==> config.mk <==
export PLATFORM = sky130hd
export DESIGN_NAME = match_referee
export DESIGN_NICKNAME = d
export VERILOG_FILES = /design/src/rtl/fight_pkg.sv /design/src/rtl/round_timer.sv /design/src/rtl/match_referee.sv
export SDC_FILE = /design/constraint.sdc
export NUM_CORES = 1
export LEC_CHECK = 0
export ABC_AREA = 0
export CAP_MARGIN = 20
export CORE_AREA = 5 5 89 111
export CTS_CLUSTER_DIAMETER = 200
export DETAILED_ROUTE_END_ITERATION = 6
export DIE_AREA = 0 0 94 116
export PLACE_DENSITY = 0.42
export SLEW_MARGIN = 20
export SYNTH_ARGS = -nofsm -noshare
export SYNTH_HDL_FRONTEND = slang
export SYNTH_HIERARCHICAL = 1
export SYNTH_SLANG_ARGS = --single-unit
==> constraint.sdc <==
create_clock -name clk -period 3.55 [get_ports clk]
set_input_delay 0.71 -clock clk [delete_from_list [all_inputs] [get_ports clk]]
set_output_delay 0.71 -clock clk [all_outputs]
set_load 0.02 [all_outputs]
Nets reached from selected ports:
Scale: 3 px per um.
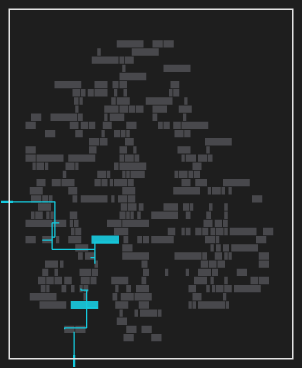
right_rounds_out -> cyan  # bits 2, direction output, edge 1 south, 1 west, end cells 2, buffers 2, wire 107 um
input/output buffers: 25
number of primary I/O pins: 26

Where the registers sit:
Scale: 2 px per um. Other sequential cells in the stronger gray, the rest of the logic in the fainter gray.
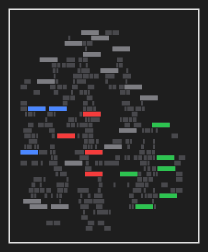
round_num_out -> blue  # flops 3
pause_q -> red  # flops 4, where center
u_round_timer/count -> green  # flops 6
not colored = 16
seq pwr: 0.569 mW
Sequential cell area: 725.7 um^2

Pin placement:
Scale: 2 px per um. Pins as bars across the die edge, other pins in gray.
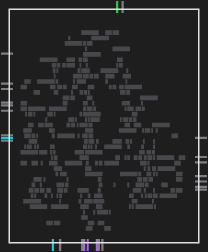
right_player_health_in -> purple  # pins 3, direction input, edge south
match_over_out -> green  # pins 1, direction output, edge north
right_rounds_out -> cyan  # pins 2, direction output, edge 1 south, 1 west
all pins by edge = 9 west, 8 south, 7 east, 2 north
x dimension of the die: 94 um
die extent in y: 116 um

Metal layers overlaid:
Scale: 3 px per um.
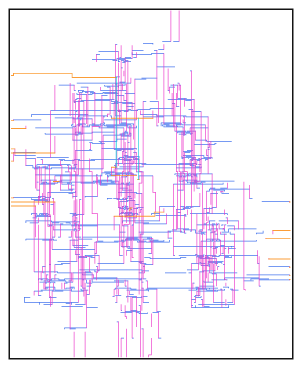
met2 -> magenta  # wire length 2770 um
met1 -> blue  # wire length 2310 um
met4 -> cyan  # wire length 50.3 um
met3 -> orange  # wire length 149 um
GRT Overall Usage: 10.27%
overall via count from detail_route: 1838

==> run notes <==
impl run done, here's what came out: global-route wire length before repair=8921 um, standard cell area after detailed placement=around 2500 um^2, sequential cell fraction of total power=between 20 and 30%, Reg2Reg Setup Slack=0.95 ns, wire length after detailed routing=5279 um, path category of the worst min-delay check=reg2reg, status=complete, no violations, critical path peak fanout=10, number of distinct library cell variants in the gate-level netlist after synthesis=55, TritonCTS Buffers=5, TritonCTS clock tree=yes, final cell count without fillers=a little under 400, met3 demand-to-capacity share in global routing=2.078%, Worst setup SP type=flop, tightest hold margin=0.5665 ns, post-layout utilization of the core=30.19%, Skew-Pair Late Insertion Delay=0.28 ns, worst path arrival time=2.78 ns, mean instance size in the synthesized netlist=8.837 um^2, crit path DRT=3.74 ns, Basic Gates by Area=28.20%, tap cell instance count=120, layer with the highest usage=met2, core box area=8653 um^2, final setup violating endpoints=0, layout buffering overhead excluding clock cells=11.02%
==> synthesized netlist by cell type, types with 2 or more instances <==
library cell | n | area [um^2]
sky130_fd_sc_hd__a21oi_1 | 10 | 50.05
sky130_fd_sc_hd__a221o_1 | 2 | 20.02
sky130_fd_sc_hd__a311oi_1 | 2 | 17.52
sky130_fd_sc_hd__a31oi_1 | 5 | 31.28
sky130_fd_sc_hd__buf_2 | 4 | 20.02
sky130_fd_sc_hd__clkbuf_1 | 4 | 15.01
sky130_fd_sc_hd__conb_1 | 2 | 7.510
sky130_fd_sc_hd__dfrtp_1 | 29 | 725.7
sky130_fd_sc_hd__ha_1 | 19 | 237.7
sky130_fd_sc_hd__inv_1 | 21 | 78.83
sky130_fd_sc_hd__nand2_1 | 26 | 97.59
sky130_fd_sc_hd__nand2b_1 | 6 | 37.54
sky130_fd_sc_hd__nand3_1 | 9 | 45.04
sky130_fd_sc_hd__nand4_1 | 5 | 31.28
sky130_fd_sc_hd__nand4b_1 | 3 | 26.28
sky130_fd_sc_hd__nor2_1 | 15 | 56.30
sky130_fd_sc_hd__nor2b_1 | 4 | 25.02
sky130_fd_sc_hd__nor3_1 | 7 | 35.03
sky130_fd_sc_hd__nor3_4 | 2 | 32.53
sky130_fd_sc_hd__nor4_1 | 3 | 18.77
sky130_fd_sc_hd__o211ai_1 | 10 | 75.07
sky130_fd_sc_hd__o21ai_0 | 4 | 20.02
sky130_fd_sc_hd__o221ai_1 | 2 | 17.52
sky130_fd_sc_hd__o311ai_1 | 5 | 43.79
sky130_fd_sc_hd__or3_1 | 2 | 12.51
sky130_fd_sc_hd__or3b_1 | 2 | 17.52
sky130_fd_sc_hd__or4_1 | 8 | 60.06
Power and IR drop assume default switching activity.
